`src/rtl/spi_tuning_rx_if.sv`:
```
// SPI pins plus tuning-update outputs of the SPI tuning receiver.
// Clock and reset stay outside as plain ports.
interface spi_tuning_rx_if;
    logic        i_spi_sclk;
    logic        i_spi_cs_n;
    logic        i_spi_mosi;
    logic        o_spi_miso;
    logic        o_SPI_flag;
    logic [31:0] o_SPI_tuning_code;
    logic [7:0]  o_SPI_voice_index;
    logic        o_frame_error;
    logic [7:0]  o_err_count;

    modport master (
        output i_spi_sclk, i_spi_cs_n, i_spi_mosi,
        input  o_spi_miso, o_SPI_flag, o_SPI_tuning_code, o_SPI_voice_index,
               o_frame_error, o_err_count
    );

    modport slave (
        input  i_spi_sclk, i_spi_cs_n, i_spi_mosi,
        output o_spi_miso, o_SPI_flag, o_SPI_tuning_code, o_SPI_voice_index,
               o_frame_error, o_err_count
    );
endinterface

```
`src/rtl/spi_tuning_rx.sv`:
```
// SPI mode-0 slave that receives 40-bit {voice, delta-phase} frames and
// publishes validated tuning updates in the i_clk domain.
module spi_tuning_rx #(
    parameter int NUM_VOICES  = 128,
    parameter int SYNC_STAGES = 2
) (
    input  logic            i_clk,
    input  logic            i_reset_n,
    spi_tuning_rx_if.slave  bus
);
    typedef enum logic [1:0] {IDLE, RECV, COMMIT} state_e;

    localparam logic [8:0] NV_LIM = 9'(NUM_VOICES);

    logic [SYNC_STAGES-1:0] sclk_sync_q, cs_sync_q, mosi_sync_q, warm_q;
    logic                   sclk_prev_q, armed_q;
    logic                   sclk_s, cs_s, mosi_s, sclk_rise, sclk_fall;

    state_e      state_q, state_d;
    logic [5:0]  cnt_q, cnt_d;
    logic [39:0] shift_q, shift_d;
    logic [7:0]  echo_q, echo_d;
    logic        partial_q, partial_d;
    logic        flag_q, flag_d, ferr_q, ferr_d;
    logic [31:0] code_q, code_d;
    logic [7:0]  vidx_q, vidx_d, errcnt_q, errcnt_d;
    logic        reject;

    assign sclk_s    = sclk_sync_q[SYNC_STAGES-1];
    assign cs_s      = cs_sync_q[SYNC_STAGES-1];
    assign mosi_s    = mosi_sync_q[SYNC_STAGES-1];
    assign sclk_rise = sclk_s & ~sclk_prev_q;
    assign sclk_fall = ~sclk_s & sclk_prev_q;

    // warm_q marks when the cs synchronizer holds a real pin sample rather
    // than its reset value; a frame begun before that is a leftover partial.
    always_ff @(posedge i_clk or negedge i_reset_n) begin
        if (!i_reset_n) begin
            sclk_sync_q <= '0;
            cs_sync_q   <= '1;
            mosi_sync_q <= '0;
            warm_q      <= '0;
            sclk_prev_q <= 1'b0;
            armed_q     <= 1'b0;
        end else begin
            sclk_sync_q[0] <= bus.i_spi_sclk;
            cs_sync_q[0]   <= bus.i_spi_cs_n;
            mosi_sync_q[0] <= bus.i_spi_mosi;
            warm_q[0]      <= 1'b1;
            for (int k = 1; k < SYNC_STAGES; k++) begin
                sclk_sync_q[k] <= sclk_sync_q[k-1];
                cs_sync_q[k]   <= cs_sync_q[k-1];
                mosi_sync_q[k] <= mosi_sync_q[k-1];
                warm_q[k]      <= warm_q[k-1];
            end
            sclk_prev_q <= sclk_s;
            if (warm_q[SYNC_STAGES-1] && cs_s) armed_q <= 1'b1;
        end
    end

    always_ff @(posedge i_clk or negedge i_reset_n) begin
        if (!i_reset_n) state_q <= IDLE;
        else            state_q <= state_d;
    end

    always_comb begin
        state_d = state_q;
        case (state_q)
            IDLE:    if (!cs_s) state_d = RECV;
            RECV:    if (cs_s)  state_d = COMMIT;
            COMMIT:  state_d = IDLE;
            default: state_d = IDLE;
        endcase
    end

    always_comb begin
        cnt_d     = cnt_q;
        shift_d   = shift_q;
        echo_d    = echo_q;
        partial_d = partial_q;
        flag_d    = 1'b0;
        ferr_d    = 1'b0;
        code_d    = code_q;
        vidx_d    = vidx_q;
        errcnt_d  = errcnt_q;
        reject    = 1'b0;
        case (state_q)
            IDLE: if (!cs_s) begin
                cnt_d     = 6'd0;
                echo_d    = vidx_q;
                partial_d = ~armed_q;
            end
            RECV: begin
                if (sclk_rise) begin
                    shift_d = {shift_q[38:0], mosi_s};
                    if (cnt_q != 6'd41) cnt_d = cnt_q + 6'd1;
                end
                if (sclk_fall) echo_d = {echo_q[6:0], 1'b0};
            end
            COMMIT: begin
                if (partial_q)
                    reject = (cnt_q != 6'd0);
                else if (cnt_q == 6'd40 && {1'b0, shift_q[39:32]} < NV_LIM) begin
                    flag_d = 1'b1;
                    code_d = shift_q[31:0];
                    vidx_d = shift_q[39:32];
                end else
                    reject = 1'b1;
                if (reject) begin
                    ferr_d = 1'b1;
                    if (errcnt_q != 8'hFF) errcnt_d = errcnt_q + 8'd1;
                end
            end
            default: ;
        endcase
    end

    always_ff @(posedge i_clk or negedge i_reset_n) begin
        if (!i_reset_n) begin
            cnt_q     <= '0;
            shift_q   <= '0;
            echo_q    <= '0;
            partial_q <= 1'b0;
            flag_q    <= 1'b0;
            ferr_q    <= 1'b0;
            code_q    <= '0;
            vidx_q    <= '0;
            errcnt_q  <= '0;
        end else begin
            cnt_q     <= cnt_d;
            shift_q   <= shift_d;
            echo_q    <= echo_d;
            partial_q <= partial_d;
            flag_q    <= flag_d;
            ferr_q    <= ferr_d;
            code_q    <= code_d;
            vidx_q    <= vidx_d;
            errcnt_q  <= errcnt_d;
        end
    end

    assign bus.o_spi_miso        = (state_q == RECV) & echo_q[7];
    assign bus.o_SPI_flag        = flag_q;
    assign bus.o_frame_error     = ferr_q;
    assign bus.o_SPI_tuning_code = code_q;
    assign bus.o_SPI_voice_index = vidx_q;
    assign bus.o_err_count       = errcnt_q;
endmodule

```
`src/flat_wrapper.sv`:
```
// flat-port wrapper written by rule: the top's interface ports become plain ports
module spi_tuning_rx_flat 
#(
    parameter int NUM_VOICES  = 128,
    parameter int SYNC_STAGES = 2
)
  (i_clk, i_reset_n, bus_i_spi_sclk, bus_i_spi_cs_n, bus_i_spi_mosi, bus_o_spi_miso, bus_o_SPI_flag, bus_o_SPI_tuning_code, bus_o_SPI_voice_index, bus_o_frame_error, bus_o_err_count);
  spi_tuning_rx_if bus_i ();
  input  logic i_clk;
  input  logic i_reset_n;
  input wire logic [$bits(bus_i.i_spi_sclk)-1:0] bus_i_spi_sclk;
  input wire logic [$bits(bus_i.i_spi_cs_n)-1:0] bus_i_spi_cs_n;
  input wire logic [$bits(bus_i.i_spi_mosi)-1:0] bus_i_spi_mosi;
  output wire logic [$bits(bus_i.o_spi_miso)-1:0] bus_o_spi_miso;
  output wire logic [$bits(bus_i.o_SPI_flag)-1:0] bus_o_SPI_flag;
  output wire logic [$bits(bus_i.o_SPI_tuning_code)-1:0] bus_o_SPI_tuning_code;
  output wire logic [$bits(bus_i.o_SPI_voice_index)-1:0] bus_o_SPI_voice_index;
  output wire logic [$bits(bus_i.o_frame_error)-1:0] bus_o_frame_error;
  output wire logic [$bits(bus_i.o_err_count)-1:0] bus_o_err_count;
  assign bus_i.i_spi_sclk = bus_i_spi_sclk;
  assign bus_i.i_spi_cs_n = bus_i_spi_cs_n;
  assign bus_i.i_spi_mosi = bus_i_spi_mosi;
  assign bus_o_spi_miso = bus_i.o_spi_miso;
  assign bus_o_SPI_flag = bus_i.o_SPI_flag;
  assign bus_o_SPI_tuning_code = bus_i.o_SPI_tuning_code;
  assign bus_o_SPI_voice_index = bus_i.o_SPI_voice_index;
  assign bus_o_frame_error = bus_i.o_frame_error;
  assign bus_o_err_count = bus_i.o_err_count;
  spi_tuning_rx #(.NUM_VOICES(NUM_VOICES), .SYNC_STAGES(SYNC_STAGES)) u_core (.i_clk(i_clk), .i_reset_n(i_reset_n), .bus(bus_i));
endmodule
```
`config.mk`:
```
export PLATFORM = sky130hd
export DESIGN_NAME = spi_tuning_rx_flat
export DESIGN_NICKNAME = d
export VERILOG_FILES = /design/src/rtl/spi_tuning_rx_if.sv /design/src/rtl/spi_tuning_rx.sv /design/src/flat_wrapper.sv
export SDC_FILE = /design/constraint.sdc
export NUM_CORES = 1
export LEC_CHECK = 0
export CAP_MARGIN = 5
export CELL_PAD_IN_SITES_DETAIL_PLACEMENT = 0
export CELL_PAD_IN_SITES_GLOBAL_PLACEMENT = 1
export CORE_UTILIZATION = 42
export CTS_BUF_LIST = sky130_fd_sc_hd__clkbuf_16
export DETAILED_ROUTE_END_ITERATION = 12
export PLACE_DENSITY = 0.73
export SYNTH_ARGS = -nofsm -noshare
export SYNTH_HDL_FRONTEND = slang
export SYNTH_SLANG_ARGS = --single-unit
export TNS_END_PERCENT = 10
```
`constraint.sdc`:
```
create_clock -name i_clk -period 1.78 [get_ports i_clk]
set_input_delay 0.178 -clock i_clk [delete_from_list [all_inputs] [get_ports i_clk]]
set_output_delay 0.178 -clock i_clk [all_outputs]
set_load 0.03 [all_outputs]
```
==> impl_results.html, run 1 <==
<h2>Synthesis and place &amp; route</h2>
<table>
<tr><th>Metric</th><th>Value</th></tr>
<tr><th colspan="2">Clock tree</th></tr>
<tr><td>CTS clock-pin slew for the worst setup and hold paths</td><td>around 0.050 ns</td></tr>
<tr><td>Clk buf depth</td><td>2</td></tr>
<tr><td>Buffer type at the clock tree root</td><td>clkbuf_16</td></tr>
<tr><th colspan="2">GRT</th></tr>
<tr><td>First-pass GRT wire length</td><td>~14000 µm</td></tr>
<tr><td>Maximum number of pins on one net before global-route repair</td><td>66</td></tr>
<tr><td>Global Route Usage Sum</td><td>0.1602</td></tr>
<tr><td>Antenna violations before repair</td><td>0</td></tr>
<tr><th colspan="2">Timing</th></tr>
<tr><td>Worst rel slew slack</td><td>0.4063</td></tr>
<tr><td>Setup Viol. Count Final</td><td>1</td></tr>
<tr><td>Number of pins exceeding their max-slew limit in the final report</td><td>0</td></tr>
<tr><td>Clk_skew</td><td>0.007091 ns</td></tr>
<tr><td>Number of hold-slack violations in the final timing report</td><td>0</td></tr>
<tr><td>Min setup slack post-route</td><td>-0.004435 ns</td></tr>
<tr><th colspan="2">Final layout</th></tr>
<tr><td>Number of ordinary and repair buffers in the finished layout</td><td>82</td></tr>
<tr><td>Synth-to-layout area growth</td><td>32.26%</td></tr>
<tr><td>Final-layout non-clock buffer area share</td><td>0.1330</td></tr>
<tr><td>Max reg flops</td><td>40</td></tr>
<tr><td>Logic Gate Count</td><td>169</td></tr>
<tr><td>Inverter count</td><td>7</td></tr>
<tr><td>Multi-input logic portion of the cell area</td><td>0.2738</td></tr>
<tr><th colspan="2">Floorplanning</th></tr>
<tr><td>Area of the core</td><td>10840 µm²</td></tr>
<tr><th colspan="2">Synthesis</th></tr>
<tr><td>FA/HA/MAJ Cells, Area Fraction</td><td>0.01069</td></tr>
<tr><td>XORs/XNORs by Area</td><td>0.01497</td></tr>
<tr><td>Primary flip-flop cell chosen by synthesis mapping</td><td>dfrtp_1</td></tr>
<tr><td>Number of library cell types mapped by synthesis</td><td>38</td></tr>
<tr><td>Post-Syn Instances</td><td>just over 300</td></tr>
<tr><td>Number of synthesized flops with an enable pin</td><td>0</td></tr>
<tr><td>Mean Syn Cell Area</td><td>15.40 µm²</td></tr>
<tr><td>Compound-cell area share of the yosys netlist</td><td>0.02298</td></tr>
<tr><td>Prevailing logic family in the synthesized netlist</td><td>multiplexers</td></tr>
<tr><th colspan="2">Drt</th></tr>
<tr><td>First-pass iteration count of the detailed router</td><td>4</td></tr>
<tr><td>Via/cell ratio</td><td>4.814</td></tr>
<tr><th colspan="2">Status</th></tr>
<tr><td>Violated checks</td><td>negative setup slack</td></tr>
<tr><td>Result of the run</td><td>finished with violations</td></tr>
<tr><th colspan="2">Worst setup path</th></tr>
<tr><td>Slowest stage delay, CP</td><td>between 0.4 and 0.5 ns</td></tr>
<tr><td>Endpoint of the most critical register-to-register path</td><td>u_core.bus.o_err_count[7]</td></tr>
<tr><td>Arr. time, crit path</td><td>just over 2 ns</td></tr>
<tr><td>Launching point of the worst reg2reg path</td><td>u_core.cnt_q[1]</td></tr>
<tr><td>Class of the most critical setup path</td><td>reg2reg</td></tr>
<tr><th colspan="2">Job</th></tr>
<tr><td>Reported max-cap violation count</td><td>0</td></tr>
<tr><th colspan="2">Placement</th></tr>
<tr><td>Post-detailed-placement half-perimeter wirelength</td><td>5034 µm</td></tr>
<tr><th colspan="2">Hold path</th></tr>
<tr><td>Worst min path class</td><td>in2async</td></tr>
</table>
[run 1: power breakdown]
group	total, µW	leakage, µW	switching (µW)	internal, µW
clock	3130	0.000256	1120	2010
sequential	2950	0.00157	111	2840
combinational	732	0.00124	370	361
total	6810	0.00307	1600	5200
[run 1: routing by layer]
metal | up-vias | GRT usage
li1 | 1231 | -
met1 | 1335 | 0.2092
met2 | 43 | 0.2450
met3 | 10 | 0.05932
met4 | 0 | 0.05577
met5 | - | 0
[run 1: metrics by stage]
step | hold slack [ns] | area (µm²) | total power (µW) | setup WS [ns] | TNS [ns]
after detailed placement | 0.02801 | 5562 | 3697 | -0.03436 | -0.06948
final | 0.1655 | 6192 | 6806 | -0.004435 | -0.004435
after global routing | 0.1652 | 6192 | 7112 | -0.08320 | -0.2467
after floorplan | -0.1176 | 4688 | 3337 | -0.03417 | -0.06332
after global placement | 0.02851 | 5562 | 3672 | 0.01810 | 0
after CTS | 0.1582 | 6131 | 6874 | 0.00002642 | 0
[run 1: layout by cell type, fill, tap and decap left out, types with 2 or more instances in the layout]
cell             count
dfrtp_1            115
clkdlybuf4s50_1     50
mux2_2              42
mux2_4              39
buf_4               20
nor2_1              17
clkbuf_16           17
mux2i_1              8
a21oi_1              8
nand2_1              6
inv_1                5
nand4_1              5
xor2_1               5
clkinv_1             4
buf_12               4
buf_6                4
and3_1               3
and2_1               3
xnor2_1              3
ha_1                 3
clkinvlp_4           3
dlymetal6s2s_1       3
inv_2                2
nand2b_1             2
nor2b_1              2
a31oi_1              2
clkinv_2             2
bufinv_16            2
dfstp_2              2
[run 1: critical path, delay by kind of cell (launching register included)]
kind	cells	cell delay, ns
AOI/OAI and AO/OA	1	0.20
adders and majority gates	1	0.12
buffers and inverters	1	0.08
DFF	1	0.39
muxes	1	0.30
and+or+nand+nor	3	0.58
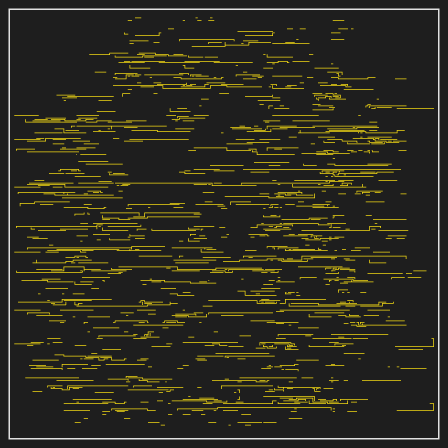
(run_1/layer_met1.png)
The longest straight run is 39.6 µm. The layer holds 48% of the routed length. The wires run mostly horizontal.
total wirelength of the detailed-routed design: 8219 µm
detailed-route via count: 2619
GR Layer Usage met1: 0.2092

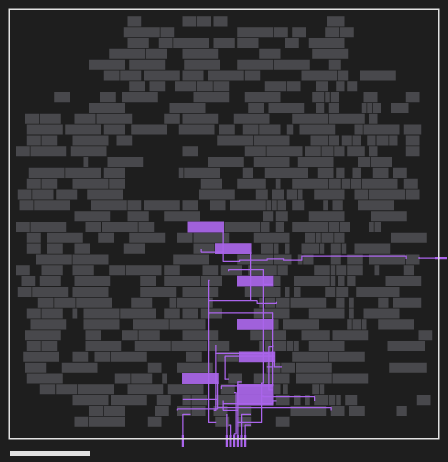
(run_1/io_fan.png)
Bar = 20 µm.
Purple shows bus_o_SPI_voice_index, bits 8, direction output, edge 7 bottom, 1 right, end cells 8, wire 452 µm.
I/O pin cnt: 56
IO buf count: 55

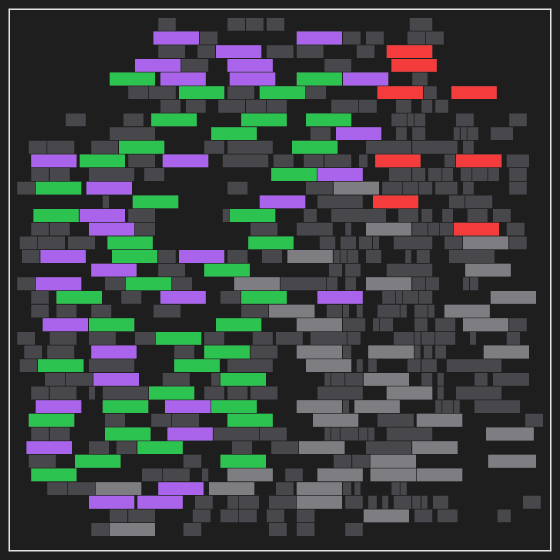
(run_1/flops_by_reg.png)
Other sequential cells in the stronger gray, the rest of the logic in the fainter gray.
Purple shows u_core.bus.o_SPI_tuning_code, placed flops 32. Green shows u_core.shift_q, placed flops 40. Red shows u_core.bus.o_err_count, placed flops 8, where upper right.
power consumed by sequential cells: 2950 µW
final core area utilization: 0.5712

==> run_1/clk_routes.png <==
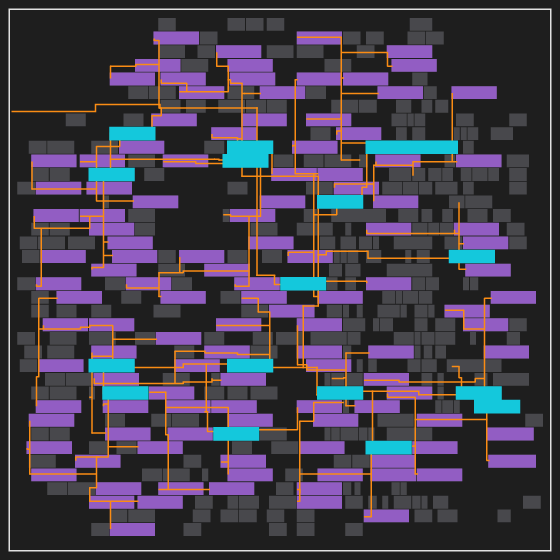

==> inputs of run 2 (changes only) <==
- PLACE_DENSITY: 0.73 -> 0.85
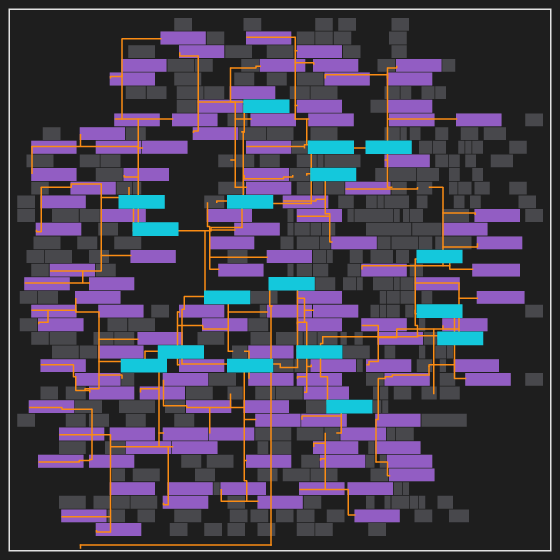
(run_2/clk_routes.png)
Cyan shows clock drivers, count 17. Orange shows clock wires, length 1410 µm. Purple shows flip-flops, count 117.
There are 18 routed clock nets. Position of the flops: all over the die.
clk_skew: 0.01251 ns
part of the total power dissipated in the clock network: 0.460
Clk. pwr: 3150 µW
Latency at later pin: 0.40 ns

==> run 2 against run 1 <==
Against the previous run:
- the run still ends with negative setup slack left
- setup slack got worse by 0.072 ns
- combinational power rose by 4.9%
- global-route usage rose by 0.11 points
- final cell count increased by 0.92%
- core utilization is 0.37 points higher
- via count grew 1.6%
- highest routed layer unchanged
==> impl_results.html, run 2 <==
<h2>Synthesis and place &amp; route</h2>
<table>
<tr><th>Metric</th><th>Value</th></tr>
<tr><th colspan="2">Synthesis</th></tr>
<tr><td>Post-Syn Instances</td><td>304</td></tr>
<tr><td>Mean Syn Cell Area</td><td>15.40 µm²</td></tr>
<tr><td>XORs/XNORs by Area</td><td>0.01497</td></tr>
<tr><td>Prevailing logic family in the synthesized netlist</td><td>multiplexers</td></tr>
<tr><th colspan="2">Placement</th></tr>
<tr><td>Post-detailed-placement half-perimeter wirelength</td><td>5098 µm</td></tr>
<tr><td>Post-place instance area</td><td>5557 µm²</td></tr>
<tr><th colspan="2">Drt</th></tr>
<tr><td>Detailed-route via count</td><td>2661</td></tr>
<tr><th colspan="2">Timing</th></tr>
<tr><td>Setup Viol. Count Final</td><td>3</td></tr>
<tr><td>Number of pins exceeding their max-slew limit in the final report</td><td>0</td></tr>
<tr><td>Min setup slack post-route</td><td>-0.07690 ns</td></tr>
<tr><th colspan="2">Clock tree</th></tr>
<tr><td>Clk buf depth</td><td>2</td></tr>
<tr><td>CTS clock-pin slew for the worst setup and hold paths</td><td>around 0.06 ns</td></tr>
<tr><td>Buffer type at the clock tree root</td><td>clkbuf_16</td></tr>
<tr><th colspan="2">Status</th></tr>
<tr><td>Result of the run</td><td>finished with violations</td></tr>
<tr><td>Violated checks</td><td>negative setup slack</td></tr>
<tr><th colspan="2">GRT</th></tr>
<tr><td>Global Route Usage Sum</td><td>0.1613</td></tr>
<tr><td>Antenna violations before repair</td><td>0</td></tr>
<tr><th colspan="2">Final layout</th></tr>
<tr><td>Dominant logic cell types in the final layout</td><td>dfrtp_1 (115), clkdlybuf4s50_1 (51), mux2_2 (42)</td></tr>
<tr><td>Most common cell after layout, fill and taps aside</td><td>dfrtp_1</td></tr>
<tr><th colspan="2">Power</th></tr>
<tr><td>Total power after layout</td><td>roughly 6900 µW</td></tr>
<tr><th colspan="2">Hold path</th></tr>
<tr><td>Worst min path class</td><td>in2reg</td></tr>
</table>
run 2: cell counts after synthesis:
No cell type changed its count.
run 2: cell type report:
class                   count  area share
clock buffers              17     0.06826
clock inverters            15     0.02108
inverters                   7    0.004216
multi-input cells         169      0.2760
flip-flops and latches    117      0.4702
well taps                 140     0.02811
repair buffers             84      0.1321
run 2: what timing repair did:
action / in CTS / in global routing
hold endpoints to repair: 25 / 0
pin swaps: 1 / 8
hold buffers: 1 / 0
gates resized: 3 / 15
cloned: 0 / 0
setup endpoints to repair: 29 / 69
buffers inserted: 0 / 5
run 2: layer usage:
metal  GRT usage  vias to the layer above  routed length (µm)
met5           0                        -                   0
li1            -                     1246                   -
met1      0.2207                     1374                3846
met3     0.04722                        4                 239
met2      0.2445                       37                4097
met4     0.05577                        0                  61
run 2: per-stage QoR:
stage | setup WS (ns) | setup TNS (ns) | hold slack, ns
3_5_place_dp | -0.01576 | -0.01923 | 0.1181
6_report | -0.07690 | -0.1281 | 0.2029
5_1_grt | -0.1510 | -1.828 | 0.2089
4_1_cts | -0.001234 | -0.001760 | 0.1884
3_3_place_gp | 0.02692 | 0 | 0.1166
2_1_floorplan | -0.03417 | -0.06332 | -0.1176
run 2: where the power goes:
group | internal [µW] | leakage, µW | total, µW | switching (µW)
combinational | 388 | 0.00124 | 768 | 380
sequential | 2830 | 0.00157 | 2940 | 107
clock | 1840 | 0.000275 | 3150 | 1320
run 2: worst max-delay path, stage by stage (launching register included):
cell and delay [ns]:
dfrtp_1 0.39, inv_2 0.09, ha_4 0.13, or4bb_4 0.46, o21ai_4 0.20, nor2_2 0.07
nand3_1 0.10, mux2_4 0.30
==> inputs of run 3 (changes only) <==
- CAP_MARGIN: 5 -> not set
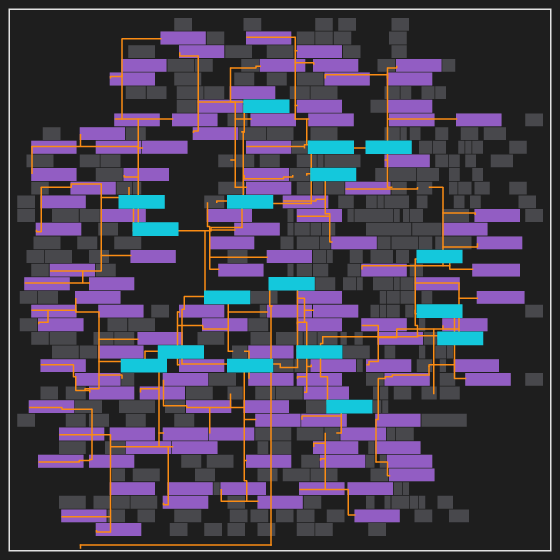
(run_3/clk_routes.png)
Orange shows clock wires, length 1410 µm. Purple shows flip-flops, count 117. Cyan shows clock drivers, count 17.
Position of the flops: all over the die.

==> run 3 against run 2 <==
Against the previous run:
- fmax unchanged
- synthesized area unchanged
- total power unchanged
- sequential share of layout area unchanged
- critical path depth unchanged
- clock skew unchanged
- combinational power about the same
- the run still ends with negative setup slack left
- global-route usage unchanged
- register-to-register slack about the same
==> impl_results.html, run 3 <==
<h2>Synthesis and place &amp; route</h2>
<table>
<tr><th>Metric</th><th>Value</th></tr>
<tr><th colspan="2">Clock tree</th></tr>
<tr><td>Clk buf depth</td><td>2</td></tr>
<tr><td>Latency at later pin</td><td>around 0.4 ns</td></tr>
<tr><th colspan="2">Synthesis</th></tr>
<tr><td>Post-Syn Instances</td><td>304</td></tr>
<tr><td>Prevailing logic family in the synthesized netlist</td><td>multiplexers</td></tr>
<tr><td>Mean Syn Cell Area</td><td>roughly 15 µm²</td></tr>
<tr><td>Number of synthesized flops with an enable pin</td><td>0</td></tr>
<tr><td>Compound-cell area share of the yosys netlist</td><td>0.02298</td></tr>
<tr><td>Number of library cell types mapped by synthesis</td><td>38</td></tr>
<tr><td>XORs/XNORs by Area</td><td>0.01497</td></tr>
<tr><td>Primary flip-flop cell chosen by synthesis mapping</td><td>dfrtp_1</td></tr>
<tr><td>FA/HA/MAJ Cells, Area Fraction</td><td>0.01069</td></tr>
<tr><th colspan="2">Drt</th></tr>
<tr><td>Total wirelength of the detailed-routed design</td><td>8246 µm</td></tr>
<tr><td>Detailed-route via count</td><td>2661</td></tr>
<tr><td>Via/cell ratio</td><td>roughly 4.8</td></tr>
<tr><td>First-pass iteration count of the detailed router</td><td>4</td></tr>
<tr><th colspan="2">Worst setup path</th></tr>
<tr><td>Arr. time, crit path</td><td>approximately 2.1 ns</td></tr>
<tr><td>CP delay by family, top</td><td>simple AND/OR/NAND/NOR gates</td></tr>
<tr><td>Critical path cell sequence</td><td>inv_2 &gt; ha_4 &gt; or4bb_4 &gt; o21ai_4 &gt; nor2_2 &gt; nand3_1 &gt; mux2_4</td></tr>
<tr><td>Class of the most critical setup path</td><td>reg2reg</td></tr>
<tr><td>Slowest stage delay, CP</td><td>0.46 ns</td></tr>
<tr><td>Standard cell with the maximum stage delay on the critical path</td><td>or4bb_4</td></tr>
<tr><td>Endpoint of the most critical register-to-register path</td><td>u_core.bus.o_err_count[7]</td></tr>
<tr><th colspan="2">Power</th></tr>
<tr><td>Power consumed by sequential cells</td><td>2940 µW</td></tr>
<tr><td>Comb pwr</td><td>768 µW</td></tr>
<tr><td>Portion of total power attributed to sequential cells</td><td>0.429</td></tr>
<tr><td>Switching power share of the total</td><td>0.2627</td></tr>
<tr><td>Logic gate share of total power</td><td>0.112</td></tr>
<tr><td>Internal power summed over all cells</td><td>5057 µW</td></tr>
<tr><td>Clk. pwr</td><td>between 3000 and 4000 µW</td></tr>
<tr><td>Part of the total power dissipated in the clock network</td><td>0.460</td></tr>
<tr><td>Total power after layout</td><td>6860 µW</td></tr>
<tr><td>Highest-power group</td><td>the clock network</td></tr>
<tr><td>Net load switching power</td><td>1802 µW</td></tr>
<tr><th colspan="2">Timing</th></tr>
<tr><td>Setup Viol. Count Final</td><td>3</td></tr>
<tr><td>Number of hold-slack violations in the final timing report</td><td>0</td></tr>
<tr><td>Min setup slack post-route</td><td>-0.07690 ns</td></tr>
<tr><td>Number of pins exceeding their max-slew limit in the final report</td><td>0</td></tr>
<tr><th colspan="2">GRT</th></tr>
<tr><td>Maximum number of pins on one net before global-route repair</td><td>52</td></tr>
<tr><td>Antenna violations before repair</td><td>0</td></tr>
<tr><td>Global Route Usage Sum</td><td>0.1613</td></tr>
<tr><th colspan="2">Status</th></tr>
<tr><td>Result of the run</td><td>finished with violations</td></tr>
<tr><td>Violated checks</td><td>negative setup slack</td></tr>
<tr><th colspan="2">Placement</th></tr>
<tr><td>IO buf count</td><td>55</td></tr>
<tr><td>Post-place instance area</td><td>between 5000 and 6000 µm²</td></tr>
<tr><th colspan="2">Hold path</th></tr>
<tr><td>Worst min path class</td><td>in2reg</td></tr>
<tr><th colspan="2">Final layout</th></tr>
<tr><td>Synth-to-layout area growth</td><td>33.11%</td></tr>
<tr><td>Most common cell after layout, fill and taps aside</td><td>dfrtp_1</td></tr>
<tr><td>Dominant logic cell types in the final layout</td><td>dfrtp_1 (115), clkdlybuf4s50_1 (51), mux2_2 (42)</td></tr>
<tr><td>Finished Cell Area</td><td>6232 µm²</td></tr>
<tr><th colspan="2">Floorplanning</th></tr>
<tr><td>I/O pin cnt</td><td>56</td></tr>
</table>
run 3: cell counts in the layout (fill, tap and decap cells not counted):
No cell type changed its count.
run 3: per-layer routing:
layer | part of all wire | global-route usage
met1 | 0.47 | 0.2207
met2 | 0.50 | 0.2445
met3 | 0.029 | 0.04722
met4 | 0.0074 | 0.05577
met5 | 0 | 0
run 3: how the worst max path moves through the flow:
| stage | startpoint | endpoint | slack, ns | depth (start not counted) |
|---|---|---|---|---|
| 2_1_floorplan | u_core.bus.o_err_count[0] | u_core.bus.o_err_count[1] | -0.03 | 4 |
| 3_3_place_gp | u_core.cnt_q[0] | u_core.bus.o_err_count[7] | 0.03 | 7 |
| 3_5_place_dp | u_core.cnt_q[0] | u_core.bus.o_err_count[7] | -0.02 | 7 |
| 4_1_cts | u_core.cnt_q[0] | u_core.bus.o_err_count[1] | -0.001 | 7 |
| 5_1_grt | u_core.cnt_q[1] | u_core.bus.o_err_count[7] | -0.15 | 7 |
| 6_report | u_core.cnt_q[1] | u_core.bus.o_err_count[7] | -0.08 | 7 |
run 3: final cells by class:
cell class              instances  area [µm²]  area share
flip-flops and latches        117        2930      0.4702
inverters                       7       26.28    0.004216
clock buffers                  17       425.4     0.06826
clock inverters                15       131.4     0.02108
repair buffers                 84       823.3      0.1321
multi-input cells             169        1720      0.2760
well taps                     140       175.2     0.02811
run 3: repair_timing:
item | in CTS | in global routing
hold endpoints to repair | 25 | 0
pin swaps | 1 | 8
setup endpoints to repair | 29 | 69
gates resized | 3 | 15
hold buffers | 1 | 0
buffers inserted | 0 | 5
run 3: stage by stage:
step                      std cells   TNS [ns]
after global routing            549     -1.828
after global placement          511          0
after CTS                       544  -0.001760
after floorplan                 304   -0.06332
after detailed placement        511   -0.01923
final                           549    -0.1281
Power is estimated from default activity; no workload was simulated.
